Figure 1. Cell placement.
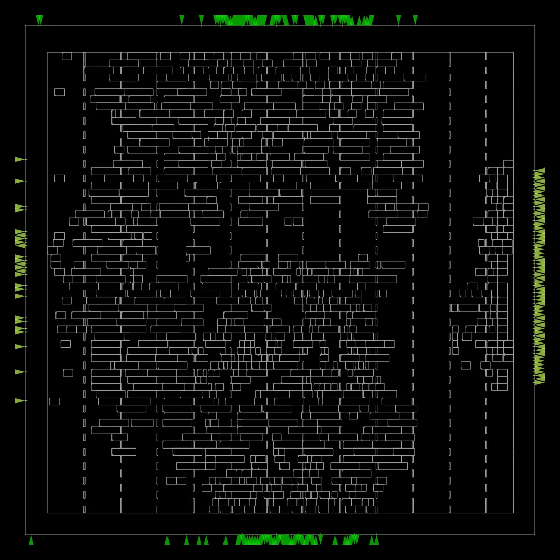
Figure 2. Signal wires by layer.
(2 px per um) Two of the layers only.
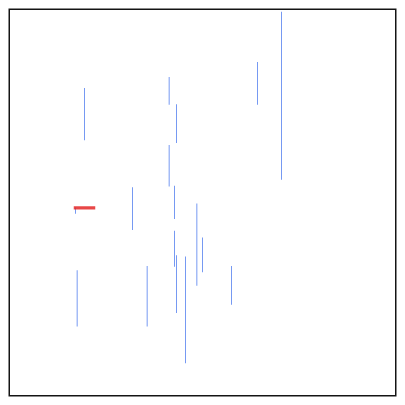
Figure 3. I/O nets highlighted.
(2 px per um)
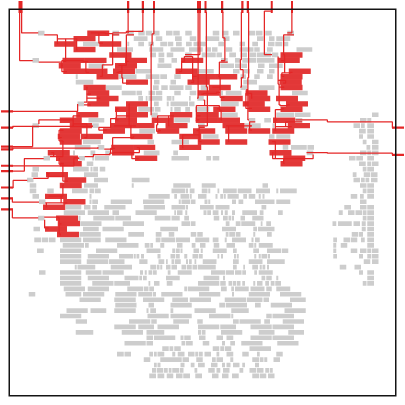
Figure 4. Sequential cells grouped by signal name.
(3 px per um) Other sequential cells in the stronger grey, the rest of the logic in the fainter grey.
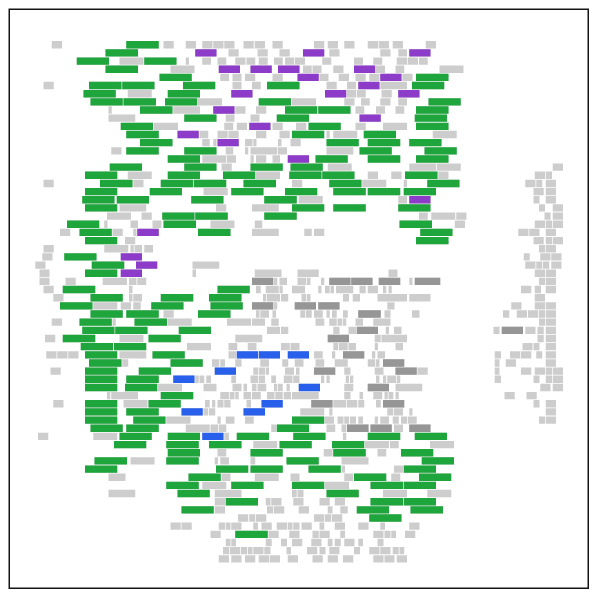
Figure 5. Routed metal per tile.
(2 px per um) 38 x 38 tiles, from dark blue (low) to red (high), scaled to the fullest tile. Values are wire area over tile area, all layers added.
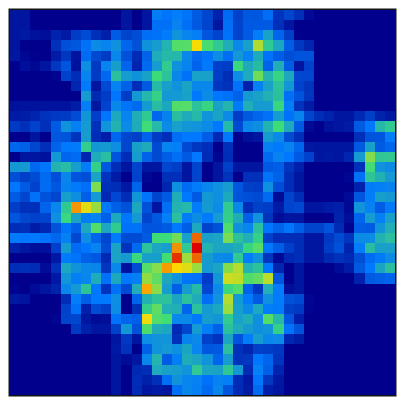
### config.mk
export PLATFORM = sky130hd
export DESIGN_NAME = vmem_arbiter
export DESIGN_NICKNAME = d
export VERILOG_FILES = /design/src/rtl/vmem_pkg.sv /design/src/rtl/sync_fifo.sv /design/src/rtl/vmem_arbiter.sv
export SDC_FILE = /design/constraint.sdc
export NUM_CORES = 1
export LEC_CHECK = 0
export CAP_MARGIN = 30
export CORE_MARGIN = 8
export CORE_UTILIZATION = 30
export CTS_CLUSTER_DIAMETER = 120
export CTS_CLUSTER_SIZE = 16
export DETAILED_ROUTE_END_ITERATION = 8
export SLEW_MARGIN = 20
export SYNTH_ARGS = -nofsm -noshare
export SYNTH_HDL_FRONTEND = slang
export SYNTH_SLANG_ARGS = --single-unit
### constraint.sdc
create_clock -name clock -period 8.4 [get_ports clock]
set_clock_uncertainty 0.15 [all_clocks]
set_input_delay 2.1 -clock clock [delete_from_list [all_inputs] [get_ports clock]]
set_output_delay 2.1 -clock clock [all_outputs]
set_load 0.005 [all_outputs]
### src/rtl/vmem_pkg.sv
// rtl/vmem_pkg.sv - shared widths, FSM state type and address packing for vmem_arbiter
package vmem_pkg;

  localparam int ADDR_W = 19;
  localparam int PIX_W  = 24;
  localparam int H_W    = 10;
  localparam int V_W    = 10;

  // Host queue entry layout: {x, y, color}
  localparam int ENTRY_W = H_W + V_W + PIX_W;

  typedef enum logic [1:0] {
    IDLE  = 2'd0,
    DRAIN = 2'd1,
    FILL  = 2'd2
  } state_t;

  // Frame-buffer address is {y[8:0], x[9:0]}; y is truncated, no multiply.
  function automatic logic [ADDR_W-1:0] pack_addr(input logic [H_W-1:0] x,
                                                  input logic [V_W-1:0] y);
    return {y[8:0], x};
  endfunction

endpackage

### src/rtl/sync_fifo.sv
// rtl/sync_fifo.sv - first-word-fall-through synchronous FIFO
module sync_fifo #(
  parameter int WIDTH = 44,
  parameter int DEPTH = 4
) (
  input  logic             clock,
  input  logic             reset,
  input  logic             push,
  input  logic [WIDTH-1:0] push_data,
  input  logic             pop,
  output logic [WIDTH-1:0] pop_data,
  output logic             full,
  output logic             empty
);

  localparam int AW = $clog2(DEPTH);
  localparam logic [AW:0] FULL_COUNT = (AW+1)'(DEPTH);

  logic [WIDTH-1:0] slots [DEPTH];
  logic [AW-1:0]    rd_ptr;
  logic [AW-1:0]    wr_ptr;
  logic [AW:0]      count;
  logic             do_pop;
  logic             do_push;

  // A full FIFO may still take a push when the head leaves in the same cycle.
  assign do_pop   = pop & ~empty;
  assign do_push  = push & (~full | do_pop);
  assign full     = (count == FULL_COUNT);
  assign empty    = (count == '0);
  assign pop_data = slots[rd_ptr];

  // Entry storage; contents are don't-care until counted as valid.
  always_ff @(posedge clock) begin
    if (do_push) begin
      slots[wr_ptr] <= push_data;
    end
  end

  // Pointer and occupancy bookkeeping.
  always_ff @(posedge clock) begin
    if (reset) begin
      rd_ptr <= '0;
      wr_ptr <= '0;
      count  <= '0;
    end else begin
      if (do_push) wr_ptr <= wr_ptr + 1'b1;
      if (do_pop)  rd_ptr <= rd_ptr + 1'b1;
      case ({do_push, do_pop})
        2'b10:   count <= count + 1'b1;
        2'b01:   count <= count - 1'b1;
        default: count <= count;
      endcase
    end
  end

endmodule

### src/rtl/vmem_arbiter.sv
// rtl/vmem_arbiter.sv - single-port frame-buffer arbiter: scan-out reads, fill engine, host write queue
module vmem_arbiter
  import vmem_pkg::*;
#(
  parameter int FIFO_DEPTH = 4,
  parameter int H_ACTIVE   = 640,
  parameter int V_ACTIVE   = 480
) (
  input  logic              clock,
  input  logic              reset,
  input  logic              scan_en,
  input  logic [H_W-1:0]    scan_h,
  input  logic [V_W-1:0]    scan_v,
  output logic              pix_valid,
  output logic [PIX_W-1:0]  pix_data,
  input  logic              wr_valid,
  output logic              wr_ready,
  input  logic [H_W-1:0]    wr_x,
  input  logic [V_W-1:0]    wr_y,
  input  logic [PIX_W-1:0]  wr_color,
  input  logic              fill_start,
  input  logic [PIX_W-1:0]  fill_color,
  output logic              busy,
  output logic              mem_en,
  output logic              mem_we,
  output logic [ADDR_W-1:0] mem_addr,
  output logic [PIX_W-1:0]  mem_wdata,
  input  logic [PIX_W-1:0]  mem_rdata
);

  localparam logic [H_W-1:0] H_LIM  = H_W'(H_ACTIVE);
  localparam logic [V_W-1:0] V_LIM  = V_W'(V_ACTIVE);
  localparam logic [H_W-1:0] X_LAST = H_W'(H_ACTIVE - 1);
  localparam logic [V_W-1:0] Y_LAST = V_W'(V_ACTIVE - 1);

  state_t             state;
  state_t             state_next;
  logic [H_W-1:0]     fill_x;
  logic [V_W-1:0]     fill_y;
  logic [PIX_W-1:0]   fill_rgb;
  logic               fill_accept;
  logic               fill_step;
  logic               fill_last;
  logic               drain_step;
  logic               push;
  logic               full;
  logic               empty;
  logic [ENTRY_W-1:0] head;
  logic [H_W-1:0]     head_x;
  logic [V_W-1:0]     head_y;
  logic [PIX_W-1:0]   head_color;

  assign busy        = (state == FILL);
  assign wr_ready    = ~full;
  assign push        = wr_valid & wr_ready & (wr_x < H_LIM) & (wr_y < V_LIM);
  assign fill_accept = fill_start & ~busy & ~reset;
  // Scan owns the port whenever it asks; fill and drain simply wait.
  assign fill_step   = busy & ~scan_en & ~reset;
  assign drain_step  = ~busy & ~empty & ~scan_en & ~reset;
  assign fill_last   = (fill_x == X_LAST) && (fill_y == Y_LAST);
  assign {head_x, head_y, head_color} = head;
  assign pix_data    = pix_valid ? mem_rdata : '0;

  sync_fifo #(
    .WIDTH (ENTRY_W),
    .DEPTH (FIFO_DEPTH)
  ) u_host_fifo (
    .clock     (clock),
    .reset     (reset),
    .push      (push),
    .push_data ({wr_x, wr_y, wr_color}),
    .pop       (drain_step),
    .pop_data  (head),
    .full      (full),
    .empty     (empty)
  );

  // RAM port mux: scan read, else fill write, else queued host write.
  always_comb begin
    mem_en    = 1'b0;
    mem_we    = 1'b0;
    mem_addr  = '0;
    mem_wdata = '0;
    if (!reset) begin
      if (scan_en) begin
        mem_en   = 1'b1;
        mem_addr = pack_addr(scan_h, scan_v);
      end else if (fill_step) begin
        mem_en    = 1'b1;
        mem_we    = 1'b1;
        mem_addr  = pack_addr(fill_x, fill_y);
        mem_wdata = fill_rgb;
      end else if (drain_step) begin
        mem_en    = 1'b1;
        mem_we    = 1'b1;
        mem_addr  = pack_addr(head_x, head_y);
        mem_wdata = head_color;
      end
    end
  end

  // Next-state selection; queued entries survive a fill and drain afterwards.
  always_comb begin
    state_next = state;
    case (state)
      IDLE, DRAIN: begin
        if (fill_accept)  state_next = FILL;
        else if (!empty)  state_next = DRAIN;
        else              state_next = IDLE;
      end
      FILL: begin
        if (fill_step && fill_last) state_next = empty ? IDLE : DRAIN;
      end
      default: state_next = IDLE;
    endcase
  end

  // State, raster fill counters and scan-valid pipeline register.
  always_ff @(posedge clock) begin
    if (reset) begin
      state     <= IDLE;
      fill_x    <= '0;
      fill_y    <= '0;
      fill_rgb  <= '0;
      pix_valid <= 1'b0;
    end else begin
      state     <= state_next;
      pix_valid <= scan_en;
      if (fill_accept) begin
        fill_x   <= '0;
        fill_y   <= '0;
        fill_rgb <= fill_color;
      end else if (fill_step) begin
        if (fill_x == X_LAST) begin
          fill_x <= '0;
          fill_y <= fill_last ? '0 : fill_y + 1'b1;
        end else begin
          fill_x <= fill_x + 1'b1;
        end
      end
    end
  end

endmodule
==> out/metrics.cfg <==
[global_routing]
antenna_found_initial=1
grt_pass1_vias=5933
grt_pass1_wl_um=35900
grt_max_degree=42
use_met1=0.157
busiest_layer=met2

[cells_and_area]
drive_gt1_frac=0.115
lay_top_count=clkdlybuf4s50_1
layout.cells.most_common_list=clkdlybuf4s50_1, edfxtp_1, dfxtp_1
area_growth_pct=31.1

[synth]
synthCells=598
edf_count=172
ys_area_um2=9340
top_area_cell=edfxtp_1
yosysUniqueCellTypes=48
ys_top_logic_family=multiplexers
syn_avg_cell_area_um2=15.6
yosys.area_share.adder=0.0115
ys_sh_aoi=0.0832
async_flop_share=0
ys_ff=228
ys.flop_type=edfxtp_1
synthesis.nets=723

[clock_tree]
insertion_delay_ns=0.49
postCtsHoldBufs=0
numCtsBuffers=18
cts_resized=0
root_buffer=clkbuf_16

[flow_run]
tool_warnings=30
cap_violations=0

[setup_path]
setup.worst_path.start=scan_en
crit_path_start_kind=input port
cp_max_fo=19
critical_path_class=input port to primary output
cp_slowest_cell=nor3_4
reg2reg_depth=9

[power_and_ir_drop]
ir_drop_mv=0.0995
power.density_nw_per_um2=186
p_total_uw=2270
leakagePower_uw=0.00388

[detailed_routing]
met1Wirelength_um=10200
ant_nets=0
topRoutingLayerUsed=met5

[placement]
gp_congestion=0.746

[floorplan]
die_x_um=192
fp-utilization=0.305

[min_path]
min_path_cells=1

[run_status]
status=finished clean

[sta]
fmax_ghz=0.146
finalSetupTns_ns=0
finalSetupViolCount=0
fin_crit_ns=6.84

About Figure 1:
# rows: 64
post-layout util: 0.399
Core ar.: 30700 um2

About Figure 2:
| colour | layer | wire length |
|---|---|---|
| blue | met4 | 458 um |
| red | met5 | 9.20 um |
vias: 5895
final WL: 24100 um
GRT Overall Usage: 0.125

About Figure 3:
| colour | port | direction | end cells | buffers | wire |
|---|---|---|---|---|---|
| red | wr_color | input | 96 | 24 | 1630 um |
Ports: 189
# port buffers: 187

About Figure 4:
| colour | name in the netlist | flops |
|---|---|---|
| purple | fill_rgb | 24 |
| blue | fill_y | 10 |
| green | u_host_fifo.slots | 172 |
FF+latch area: 6290 um2
sequential cell area share: 0.514
Sequential Power: 1250 uW

About Figure 5:
emptiest ninth of the die: lower right
densest ninth of the die: bottom centre
nearly empty tiles: 28%
mean over tiles: 0.10
tiles over half the peak: 3.8%
fullest tile: 0.59
routed len/inst: 20.3 um

==> report_power, final <==
part	internal (uW)	leakage, uW	switching [uW]
combinational	121	0.00161	96.2
sequential	1230	0.00201	12.9
clock	426	0.000255	383
total	1780	0.00388	492
==> critical path, delay by kind of cell <==
kind / cells / cell delay, ns
buffers and inverters: 2 / 1.01
AOI/OAI and AO/OA: 1 / 0.24
and+or+nand+nor: 2 / 1.23
==> per-stage QoR <==
step | hold WS, ns | setup WS [ns] | instances
after CTS | 0.296 | 1.51 | 1186
after floorplan | 0.278 | 2.76 | 598
after global placement | 0.288 | 1.49 | 1152
final | 0.296 | 1.56 | 1186
after detailed placement | 0.303 | 1.50 | 1154
after global routing | 0.324 | 1.44 | 1186
==> registers in the layout, indices dropped and copies added (netlist names), named ones only <==
signal,count
fill_rgb,24
fill_x,10
fill_y,10
pix_valid,1
state,2
u_host_fifo.count,3
u_host_fifo.rd_ptr,2
u_host_fifo.slots,172
u_host_fifo.wr_ptr,2
==> synthesized netlist by cell type (all sizes together) (2+ instances only) <==
library cell,n
o41ai,2
edfxtp,172
a22o,40
o31ai,3
nand2,17
xnor2,3
and2,30
inv,9
nor2b,21
or3,4
buf,10
and4,3
nor2,27
mux4,43
nor3,22
dfxtp,56
or4,5
a21o,2
a21oi,11
nand2b,3
a221oi,19
xor2,9
and3,2
ha,7
a22oi,8
o21ai,7
nand3,9
or2,2
clkbuf,30
nand4,8
==> layout make-up <==
type,count,area [um2]
clock buffers,31,520
clock inverters,1,16.3
fillers,2862,18400
inverters,9,33.8
multi-input cells,321,2890
flip-flops and latches,228,6290
well taps,396,495
repair buffers,200,2000
Power figures rest on the tool's default switching activity, not on a simulated workload.
